Run 1, cells coloured by class:
The bar under the picture is 50 um long.
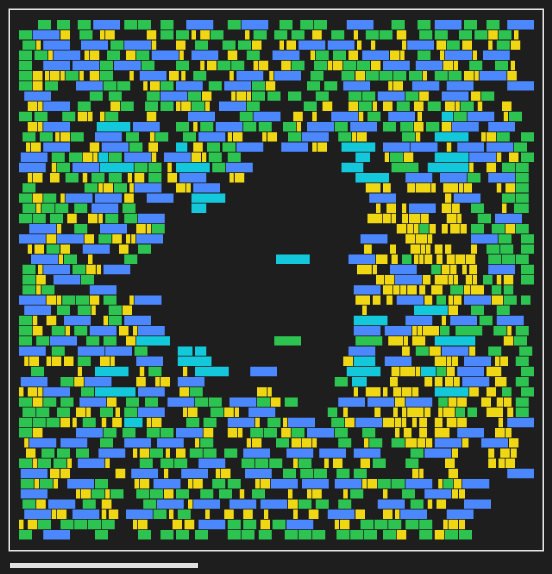
Run 1, clock routing:
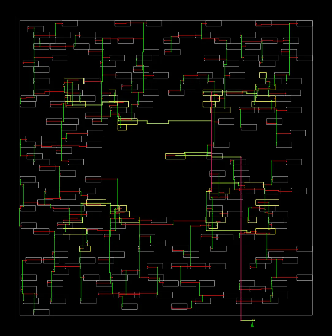
Run 1, clock wires, drivers and flops:
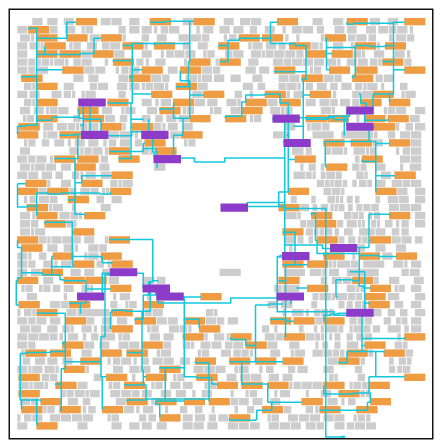
Run 1, M1 wires:
Supply wires on this layer in grey.
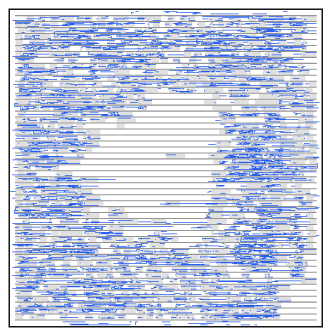
`src/rtl/pipeline_pkg.sv`:
```
// Shared pipeline types: field widths, the ID/EX bundle and its NOP value.
// Imported by every pipeline-stage file.
package pipeline_pkg;

    localparam int ALU_OP_W   = 5;
    localparam int MEM_RD_W   = 4;
    localparam int MEM_WR_W   = 3;
    localparam int BJ_W       = 4;
    localparam int REG_ADDR_W = 5;

    localparam logic [ALU_OP_W-1:0] ALU_NOP = '0;
    localparam logic [MEM_RD_W-1:0] MRD_NONE = '0;
    localparam logic [MEM_WR_W-1:0] MWR_NONE = '0;
    localparam logic [BJ_W-1:0]     BJ_NONE = '0;

    typedef struct packed {
        logic                  valid;
        logic [31:0]           pc;
        logic [31:0]           data1;
        logic [31:0]           data2;
        logic [31:0]           imm;
        logic [REG_ADDR_W-1:0] addr1;
        logic [REG_ADDR_W-1:0] addr2;
        logic [REG_ADDR_W-1:0] w_addr;
        logic                  op1_sel;
        logic                  op2_sel;
        logic [ALU_OP_W-1:0]   alu_op;
        logic [MEM_RD_W-1:0]   mem_read;
        logic [MEM_WR_W-1:0]   mem_write;
        logic [BJ_W-1:0]       branch_jump;
        logic                  reg_write;
    } id_ex_t;

    // All-zero bubble: mem_read=0 and w_addr=0 so the load-use
    // hazard cannot re-trigger on the bubble itself.
    localparam id_ex_t ID_EX_NOP = '0;

endpackage

```
`src/rtl/sat_counter.sv`:
```
// Saturating up-counter with synchronous clear (clear wins).
// Ports: clk_i, clr_i, inc_i in; cnt_o out (W bits).
module sat_counter #(
    parameter int W = 16
) (
    input  logic         clk_i,
    input  logic         clr_i,
    input  logic         inc_i,
    output logic [W-1:0] cnt_o
);

    logic [W-1:0] cnt_q;
    logic [W-1:0] cnt_d;

    always_comb begin
        cnt_d = cnt_q;
        if (inc_i && (cnt_q != {W{1'b1}})) begin
            cnt_d = cnt_q + 1'b1;
        end
    end

    always_ff @(posedge clk_i) begin
        if (clr_i) begin
            cnt_q <= '0;
        end else begin
            cnt_q <= cnt_d;
        end
    end

    assign cnt_o = cnt_q;

endmodule

```
`src/rtl/id_ex_pipe_reg.sv`:
```
// ID/EX pipeline register with hold, flush and load-use bubble insertion.
// Ports: CLK, RESET, HOLD, LU_HAZ_SIG, FLUSH, ID_* in; EX_*, counters out.
module id_ex_pipe_reg
    import pipeline_pkg::*;
#(
    parameter int CNT_W = 16
) (
    input  logic                  CLK,
    input  logic                  RESET,
    input  logic                  HOLD,
    input  logic                  LU_HAZ_SIG,
    input  logic                  FLUSH,
    input  logic                  ID_VALID,
    input  logic [31:0]           ID_PC,
    input  logic [31:0]           ID_DATA1,
    input  logic [31:0]           ID_DATA2,
    input  logic [31:0]           ID_IMM,
    input  logic [REG_ADDR_W-1:0] ID_ADDR1,
    input  logic [REG_ADDR_W-1:0] ID_ADDR2,
    input  logic [REG_ADDR_W-1:0] ID_W_ADDR,
    input  logic                  ID_OP1_SEL,
    input  logic                  ID_OP2_SEL,
    input  logic [ALU_OP_W-1:0]   ID_ALU_OP,
    input  logic [MEM_RD_W-1:0]   ID_MEM_READ,
    input  logic [MEM_WR_W-1:0]   ID_MEM_WRITE,
    input  logic [BJ_W-1:0]       ID_BRANCH_JUMP,
    input  logic                  ID_REG_WRITE,
    output logic                  EX_VALID,
    output logic [31:0]           EX_PC,
    output logic [31:0]           EX_DATA1,
    output logic [31:0]           EX_DATA2,
    output logic [31:0]           EX_IMM,
    output logic [REG_ADDR_W-1:0] EX_ADDR1,
    output logic [REG_ADDR_W-1:0] EX_ADDR2,
    output logic [REG_ADDR_W-1:0] EX_W_ADDR,
    output logic                  EX_OP1_SEL,
    output logic                  EX_OP2_SEL,
    output logic [ALU_OP_W-1:0]   EX_ALU_OP,
    output logic [MEM_RD_W-1:0]   EX_MEM_READ,
    output logic [MEM_WR_W-1:0]   EX_MEM_WRITE,
    output logic [BJ_W-1:0]       EX_BRANCH_JUMP,
    output logic                  EX_REG_WRITE,
    output logic                  EX_IS_BUBBLE,
    output logic [CNT_W-1:0]      BUBBLE_CNT,
    output logic [CNT_W-1:0]      FLUSH_CNT
);

    typedef enum logic {
        RUN,
        FROZEN
    } state_e;

    state_e state_q;
    state_e state_d;

    id_ex_t id_b;
    id_ex_t ex_q;
    id_ex_t ex_d;
    logic   bub_q;
    logic   bub_d;
    logic   bub_inc;
    logic   flush_inc;

    always_comb begin
        id_b             = ID_EX_NOP;
        id_b.valid       = ID_VALID;
        id_b.pc          = ID_PC;
        id_b.data1       = ID_DATA1;
        id_b.data2       = ID_DATA2;
        id_b.imm         = ID_IMM;
        id_b.addr1       = ID_ADDR1;
        id_b.addr2       = ID_ADDR2;
        id_b.w_addr      = ID_W_ADDR;
        id_b.op1_sel     = ID_OP1_SEL;
        id_b.op2_sel     = ID_OP2_SEL;
        id_b.alu_op      = ID_ALU_OP;
        id_b.mem_read    = ID_MEM_READ;
        id_b.mem_write   = ID_MEM_WRITE;
        id_b.branch_jump = ID_BRANCH_JUMP;
        id_b.reg_write   = ID_REG_WRITE;
    end

    // Freeze tracking; leaving FROZEN needs no special action, the
    // release edge simply takes the normal priority path below.
    always_comb begin
        state_d = state_q;
        unique case (state_q)
            RUN:    if (HOLD)  state_d = FROZEN;
            FROZEN: if (!HOLD) state_d = RUN;
            default: state_d = RUN;
        endcase
    end

    always_comb begin
        ex_d      = ex_q;
        bub_d     = bub_q;
        bub_inc   = 1'b0;
        flush_inc = 1'b0;
        if (HOLD) begin
            ex_d  = ex_q;
            bub_d = bub_q;
        end else if (FLUSH) begin
            ex_d      = ID_EX_NOP;
            bub_d     = 1'b0;
            flush_inc = 1'b1;
        end else if (LU_HAZ_SIG) begin
            ex_d    = ID_EX_NOP;
            bub_d   = 1'b1;
            bub_inc = 1'b1;
        end else begin
            ex_d  = id_b;
            bub_d = 1'b0;
        end
    end

    always_ff @(posedge CLK) begin
        if (RESET) begin
            state_q <= RUN;
            ex_q    <= ID_EX_NOP;
            bub_q   <= 1'b0;
        end else begin
            state_q <= state_d;
            ex_q    <= ex_d;
            bub_q   <= bub_d;
        end
    end

    sat_counter #(.W(CNT_W)) u_bub_cnt (
        .clk_i (CLK),
        .clr_i (RESET),
        .inc_i (bub_inc),
        .cnt_o (BUBBLE_CNT)
    );

    sat_counter #(.W(CNT_W)) u_flush_cnt (
        .clk_i (CLK),
        .clr_i (RESET),
        .inc_i (flush_inc),
        .cnt_o (FLUSH_CNT)
    );

    assign EX_VALID       = ex_q.valid;
    assign EX_PC          = ex_q.pc;
    assign EX_DATA1       = ex_q.data1;
    assign EX_DATA2       = ex_q.data2;
    assign EX_IMM         = ex_q.imm;
    assign EX_ADDR1       = ex_q.addr1;
    assign EX_ADDR2       = ex_q.addr2;
    assign EX_W_ADDR      = ex_q.w_addr;
    assign EX_OP1_SEL     = ex_q.op1_sel;
    assign EX_OP2_SEL     = ex_q.op2_sel;
    assign EX_ALU_OP      = ex_q.alu_op;
    assign EX_MEM_READ    = ex_q.mem_read;
    assign EX_MEM_WRITE   = ex_q.mem_write;
    assign EX_BRANCH_JUMP = ex_q.branch_jump;
    assign EX_REG_WRITE   = ex_q.reg_write;
    assign EX_IS_BUBBLE   = bub_q;

endmodule

```
`config.mk`:
```
export PLATFORM = sky130hd
export DESIGN_NAME = id_ex_pipe_reg
export DESIGN_NICKNAME = d
export VERILOG_FILES = /design/src/rtl/pipeline_pkg.sv /design/src/rtl/sat_counter.sv /design/src/rtl/id_ex_pipe_reg.sv
export SDC_FILE = /design/constraint.sdc
export NUM_CORES = 1
export LEC_CHECK = 0
export CORE_AREA = 2 2 140 142
export CTS_CLUSTER_SIZE = 8
export DETAILED_ROUTE_END_ITERATION = 8
export DIE_AREA = 0 0 142 144
export PLACE_DENSITY = 0.75
export SYNTH_ARGS = -nofsm -noshare
export SYNTH_HDL_FRONTEND = slang
export SYNTH_SLANG_ARGS = --single-unit
```
`constraint.sdc`:
```
create_clock -name CLK -period 2.4 [get_ports CLK]
set_input_delay 0.36 -clock CLK [delete_from_list [all_inputs] [get_ports CLK]]
set_output_delay 0.36 -clock CLK [all_outputs]
set_load 0.02 [all_outputs]
```
==> results.toml, run 1 <==
# yosys + openroad results
[power]
power.density_nw_per_um2 = 628
top_power_group = "sequential cells"
p_sw_share_pct = 24.5
power.leakage_nw = 4.08

[worst_setup_path]
worstSetupPathType = "input port to flop"
slowest_stage = "or3_1"
crit_fanout = 7
r2r_cells = 5
path_cells = "clkdlybuf4s50_1 > or3b_1 > or3_1 > nor4b_1 > mux2_2"
timing.critical_path.slowest_cell_delay_ns = 0.50
crit_path_end_kind = "flop"
critPathTopFamily = "simple AND/OR/NAND/NOR gates"
cp_data_required_time_ns = 2.72

[cells_and_area]
final_nets = 1258
stdcell_count = 1339
final_cell_mix = "clkdlybuf4s50_1 (361), dfxtp_1 (196), nor2_1 (180), a22oi_1 (163)"
finalCoreUtilization_pct = 60.7
area_delta_synth_final_pct = 64.8

[drt]
drt-pass1-iter-count = 4
wl_met1_mm = 9.38
dr.max_layer_used = "met4"
routed_via_density = 5.13
wl_met2_mm = 11.6
drtIter0Drc = 391
drcViolationCount = 0

[yosys]
yosysWarnings = 0
flop_cell = "dfxtp_1"
synthTopCellsByArea = "dfxtp_1 (56%), a22oi_1 (17%), nor2_1 (9.6%)"
xor_area_share_pct = 0
ys_cells = 749
synthSimpleGateAreaFrac_pct = 17.0
yosys-top-cells-count = "dfxtp_1 (196), nor2_1 (180), a22oi_1 (163)"
syn-cell-area_um2 = 7030
synthMostInstantiatedCell = "dfxtp_1"

[sta]
relSlewSlack_pct = 33.0
min_period_ns = 2.13
rsz0062_at_grt = "false"
hold_viol_final = 0
slew_violations = 0
layout_setup_ws_ns = 0.270

[clock_tree]
cts_tree = "done"
holdBufCountCts = 0

[floorplan]
chipArea_um2 = 20400
die_h_um = 144

[place]
place_area_um2 = 10900
hpwl_mm = 16.3
dp_slack_ns = -0.174

[flow_run]
warnings = 26

[min_path]
hold_depth = 4

[status]
status = "finished, final reports clean"
About 'cells coloured by class':
legend:
  cyan:
    class: clock drivers and dummy loads
    cells: 32
  blue:
    class: flip-flops
    cells: 196
  green:
    class: other buffers and delay cells
    cells: 382
  yellow:
    class: all other logic
    cells: 491
num rows: 51
Finished Cell Area: 11,600 um2

About 'clock routing':
Clock Sinks: 196
Latency at later pin: 0.43 ns
Seq cells: 196
Max Clock Skew: 0.0132 ns

About 'clock wires, drivers and flops':
legend:
  orange:
    item: flip-flops
    count: 196
  purple:
    item: cells driving clock nets
    count: 17
  cyan:
    item: clock wires
    length: 2,390 um
routed clock nets: 18
flops lie: spread over the die
Clk pwr share: 43.0%
Clk power: 3.12 mW

About 'M1 wires':
longest straight run: 31.7 um
nets with wire on the layer: 1,115
share of all routed wire: 41%
main direction: horizontal
wire length on this layer: 9,380 um
Post-Route WL: 23.0 mm
met1 GRT Util: 25.6%
Vias: 6,874

## run 1: area by class of cell
type	instances	area share [%]
Sequential cell	196	33.9
Timing Repair Buffer	382	33.0
Multi-Input combinational cell	487	24.7
Clock buffer	18	3.79
Tap cell	238	2.57
Clock inverter	14	1.84
Inverter	4	0.130
## run 1: sequential cells by signal (all words and copies together) (netlist names)
register / flops
EX_ADDR1: 5
EX_ADDR2: 5
EX_ALU_OP: 5
EX_BRANCH_JUMP: 4
EX_DATA1: 32
EX_DATA2: 32
EX_IMM: 32
EX_IS_BUBBLE: 1
EX_MEM_READ: 4
EX_MEM_WRITE: 3
EX_OP1_SEL: 1
EX_OP2_SEL: 1
EX_PC: 32
EX_REG_WRITE: 1
EX_VALID: 1
EX_W_ADDR: 5
u_bub_cnt.cnt_o: 16
u_flush_cnt.cnt_o: 16
Run 1, cell sizes after repair:
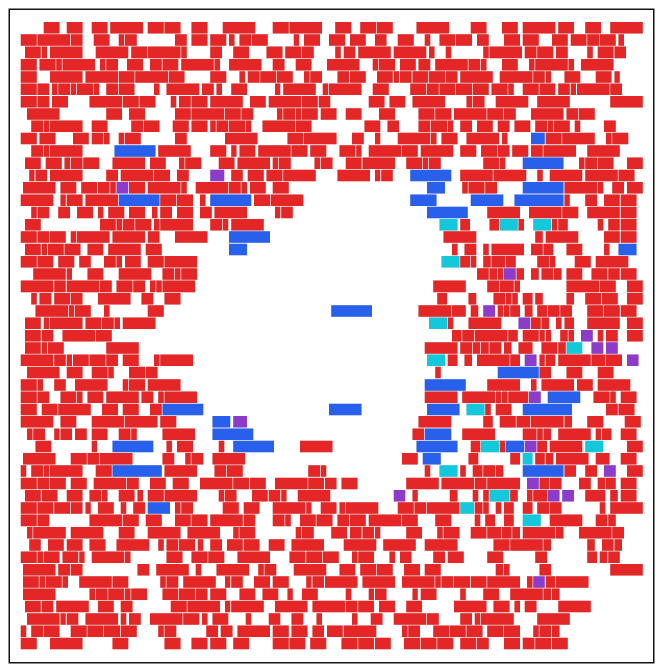

## Run 2: what changed since run 1
- REMOVE_ABC_BUFFERS: default -> 1
Run 2, cell sizes after repair:
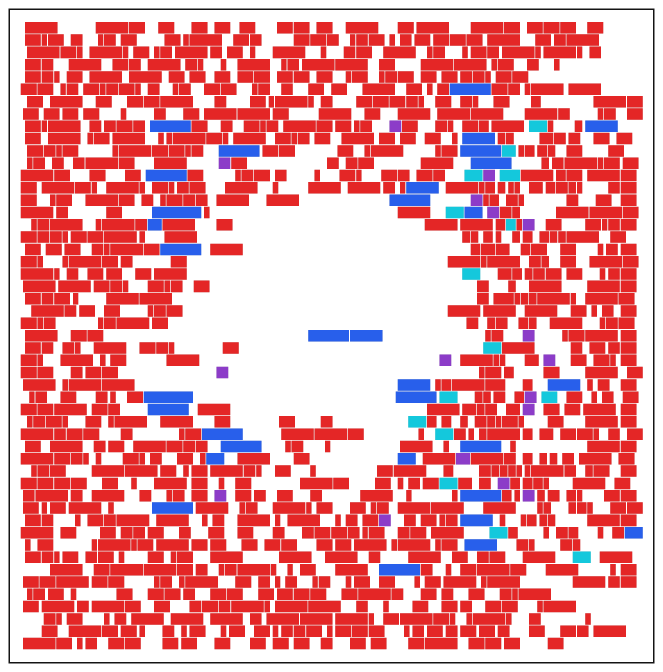
legend:
  cyan:
    size: drive 2
    cells: 15
  purple:
    size: drive 3 to 4
    cells: 17
  red:
    size: drive 1 or less
    cells: 1,036
  blue:
    size: drive 6 and up
    cells: 32
Final WS setup: 0.282 ns
area grow syn2layout: 64.4%

==> run 2 against run 1 <==
Die size unchanged; maximum frequency increased by 0.55%; global-route usage decreased by 0.15 points; final cell count about the same; power decreased by 3.2%; worst setup slack improved by 0.012 ns; core utilization decreased by 0.12 points; critical endpoint unchanged.
==> results.toml, run 2 <==
# yosys + openroad results
[status]
status = "finished, final reports clean"

[flow_run]
warnings = 27

[yosys]
syn-cell-area_um2 = 7030
postSynthSeqShare_pct = 55.9
yosysWarnings = 0
top_cell_area_share_pct = 55.9
xor_area_share_pct = 0
synthTopCellsByArea = "dfxtp_1 (56%), a22oi_1 (17%), nor2_1 (9.6%)"
synthMostInstantiatedCell = "dfxtp_1"
yosys-top-cells-count = "dfxtp_1 (196), nor2_1 (180), a22oi_1 (163)"
synthSimpleGateAreaFrac_pct = 17.0
top_area_cell = "dfxtp_1"
flop_cell = "dfxtp_1"
syn_inst = 749
ys_cells = 749

[cells_and_area]
layout_top_cell = "clkdlybuf4s50_1"
stdcell_count = 1338
final_cell_mix = "clkdlybuf4s50_1 (361), dfxtp_1 (196), nor2_1 (180), a22oi_1 (163)"
fillers = 1648
finalCoreUtilization_pct = 60.5
final_nets = 1257
stdcell_area_um2 = 11600

[sta]
min_period_ns = 2.12
slew_violations = 0
tightest_slew_ns = 0.730
hold_viol_final = 0
period_used_pct = 88.3
rsz0062_at_grt = "false"
clock_skew_ns = 0.0135
relSlewSlack_pct = 51.3

[drt]
wl_met2_mm = 11.2
drt-pass1-iter-count = 5
vias = 6910
routed_via_density = 5.16
drtIter0Drc = 374
drcViolationCount = 0
wl_mm = 22.9
dr.max_layer_used = "met4"
wl_per_cell_um = 17.1
dr_wl_met3_mm = 2.17
wl_met1_mm = 9.17

[floorplan]
chipArea_um2 = 20400
core_um2 = 19100
rows = 51
die_h_um = 144

[place]
hpwl_mm = 16.1
place_area_um2 = 11000
gp_congestion = 0.797
numPlacedInstances = 1306
dp_slack_ns = -0.151

[clock_tree]
cts_resized = 0
clock_latency_ns = 0.43
holdBufCountCts = 0
clkSinkCount = 196
cts_tree = "done"

[grt]
met2_usage_pct = 34.7
gr-usage-met1_pct = 25.1

[power]
p_clk_share_pct = 41.0
power.density_nw_per_um2 = 609
p_sw_share_pct = 24.2
clk-power_mw = 2.88
switchingPower_mw = 1.70
power.leakage_nw = 4.04
seq_power_share_pct = 47.8
top_power_group = "sequential cells"
seq_power_mw = 3.36

[worst_setup_path]
path_cells = "clkdlybuf4s50_1 > or3b_1 > or3_1 > nor4b_1 > mux2_2"
cp_data_required_time_ns = 2.72
crit_path_end_kind = "flop"
cp-startpoint = "LU_HAZ_SIG"
timing.critical_path.slowest_cell_delay_ns = 0.51
crit_fanout = 9
worstSetupPathType = "input port to flop"
r2r_cells = 5
reg2reg_to = "u_bub_cnt.cnt_o[10]"
slowest_stage = "or3_1"
r2r_slack_ns = 0.43

[min_path]
hold_depth = 2
-- run 2: netlist changes by cell type in the layout (fill, tap and decap cells not counted), sizes merged --
| cell | delta |
|---|---|
| bufinv | -1 |
| clkinv | -3 |
| clkbuf | +2 |
| clkinvlp | +4 |
| buf | -1 |
| inv | -2 |
-- run 2: layout make-up --
class | instances | area, um2 | area share [%]
clock buffers | 20 | 437 | 3.78
clock inverters | 12 | 149 | 1.29
inverters | 4 | 15.0 | 0.130
multi-input cells | 487 | 2860 | 24.8
flip-flops and latches | 196 | 3920 | 34.0
well taps | 238 | 298 | 2.58
repair buffers | 381 | 3870 | 33.5
-- run 2: worst max-delay path, delay by kind of cell --
kind	cells	cell delay, ns
buffers and inverters	1	0.48
muxes	1	0.36
and+or+nand+nor	3	1.23
Run 2, cells coloured by class:
The bar under the picture is 50 um long.
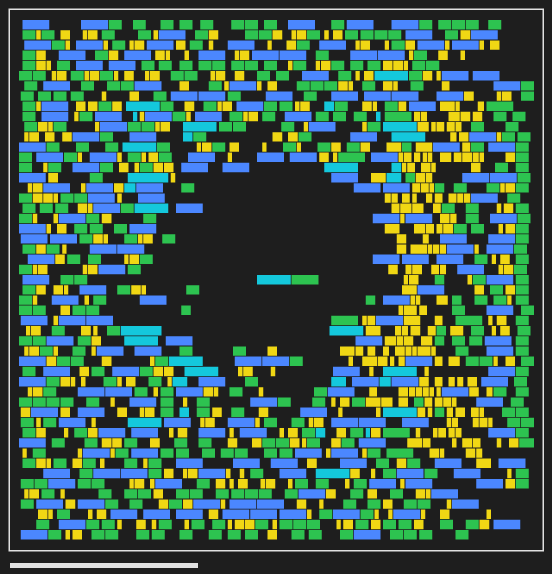

## Run 3: what changed since run 2
- clock period: 2.4 -> 2.1 ns (I/O delays scaled with it)
Run 3, cells coloured by class:
The bar under the picture is 50 um long.
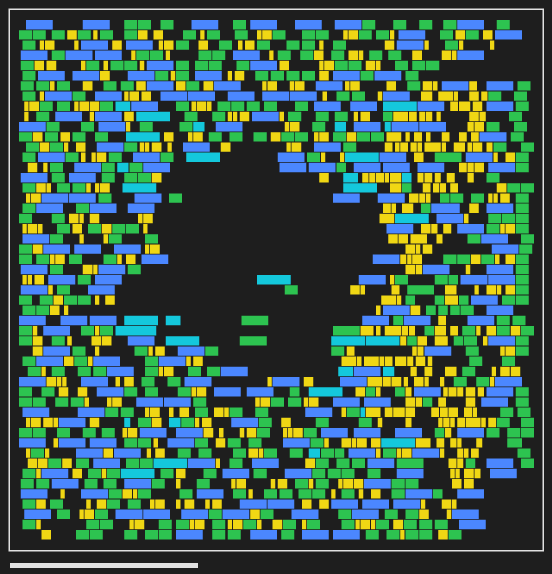
legend:
  blue:
    class: flip-flops
    cells: 196
  green:
    class: other buffers and delay cells
    cells: 392
  yellow:
    class: all other logic
    cells: 491
  cyan:
    class: clock drivers and dummy loads
    cells: 32
Seq area share: 33.8%
core footprint: 19,100 um2
post-layout util: 60.8%
Finished Cell Area: 11,600 um2

==> run 3 against run 2 <==
Worst setup slack worse by 0.21 ns; combinational power is 15% higher; register-to-register slack lost 0.23 ns; power rose by 13%; synthesized cell count is the same; clock power is 11% higher; synthesized area unchanged; sequential power rose by 14%; clock skew decreased by 0.00079 ns; non-clock buffer count is 11 higher; hold slack worse by 0.079 ns; critical path type unchanged; critical endpoint unchanged.
==> results.toml, run 3 <==
# yosys + openroad results
[worst_setup_path]
path_cells = "clkdlybuf4s50_1 > or3b_1 > or3_1 > nor4b_1 > mux2_2"
critPathBufInv = 1
r2r_slack_ns = 0.20
slowest_stage = "or3_1"
reg2reg_to = "u_bub_cnt.cnt_o[14]"
critPathTopFamily = "simple AND/OR/NAND/NOR gates"
timing.critical_path.slowest_cell_delay_ns = 0.50
cp-startpoint = "LU_HAZ_SIG"

[place]
numPlacedInstances = 1317
place_area_um2 = 11000
gp_congestion = 0.815

[cells_and_area]
final_nets = 1268
numSequentialCells = 196
comb_area_share_pct = 24.7
final_cell_mix = "clkdlybuf4s50_1 (361), dfxtp_1 (195), nor2_1 (180), a22oi_1 (163), buf_4 (24)"
buffer_area_share_pct = 33.8
area_delta_synth_final_pct = 65.1
logic_gate_count = 487
n_all_buffers = 392

[sta]
hold_viol_final = 0
clock_skew_ns = 0.0127
period_used_pct = 96.4
slew_violations = 0
relSlewSlack_pct = 27.8
rsz0062_at_grt = "false"
layout_setup_ws_ns = 0.0756
tightest_slew_ns = 1.08

[drt]
drtIter0Drc = 362
vias = 6997
drcViolationCount = 0

[power]
top_power_group = "sequential cells"
p_sw_share_pct = 24.7
switchingPower_mw = 1.96
power.leakage_nw = 4.10

[yosys]
synthMostInstantiatedCell = "dfxtp_1"
synthSimpleGateAreaFrac_pct = 17.0
ys_cells = 749
syn-cell-area_um2 = 7030
top_cell_area_share_pct = 55.9

[flow_run]
warnings = 28

[clock_tree]
clkSinkCount = 196
clock_latency_ns = 0.43

[floorplan]
chipArea_um2 = 20400
die_h_um = 144

[status]
status = "finished, final reports clean"
run 3: cell counts after synthesis:
Identical to the previous run, type by type.
run 3: worst register-to-register path, cell delays in order (launching register included):
cell     delay (ns)
dfxtp_1        0.42
ha_1           0.20
nand3_1        0.15
or2_2          0.35
nor4_1         0.32
mux2_2         0.36
run 3: per-layer routing:
metal  track usage (%)  vias up  share of wire [%]
met5                 0        -                  0
met4              9.89        0                3.4
met3              8.64       52                8.8
met2              35.3      271                 48
met1              24.7     3257                 40
li1                  -     3417                  -
run 3: repair_timing:
| item | 4_1_cts | 5_1_grt |
|---|---|---|
| buffers inserted | 0 | 0 |
| resized | 0 | 2 |
| endpoints found under the hold margin | 0 | 0 |
| endpoints found under the setup margin | 0 | 2 |
Power is estimated from default activity; no workload was simulated.
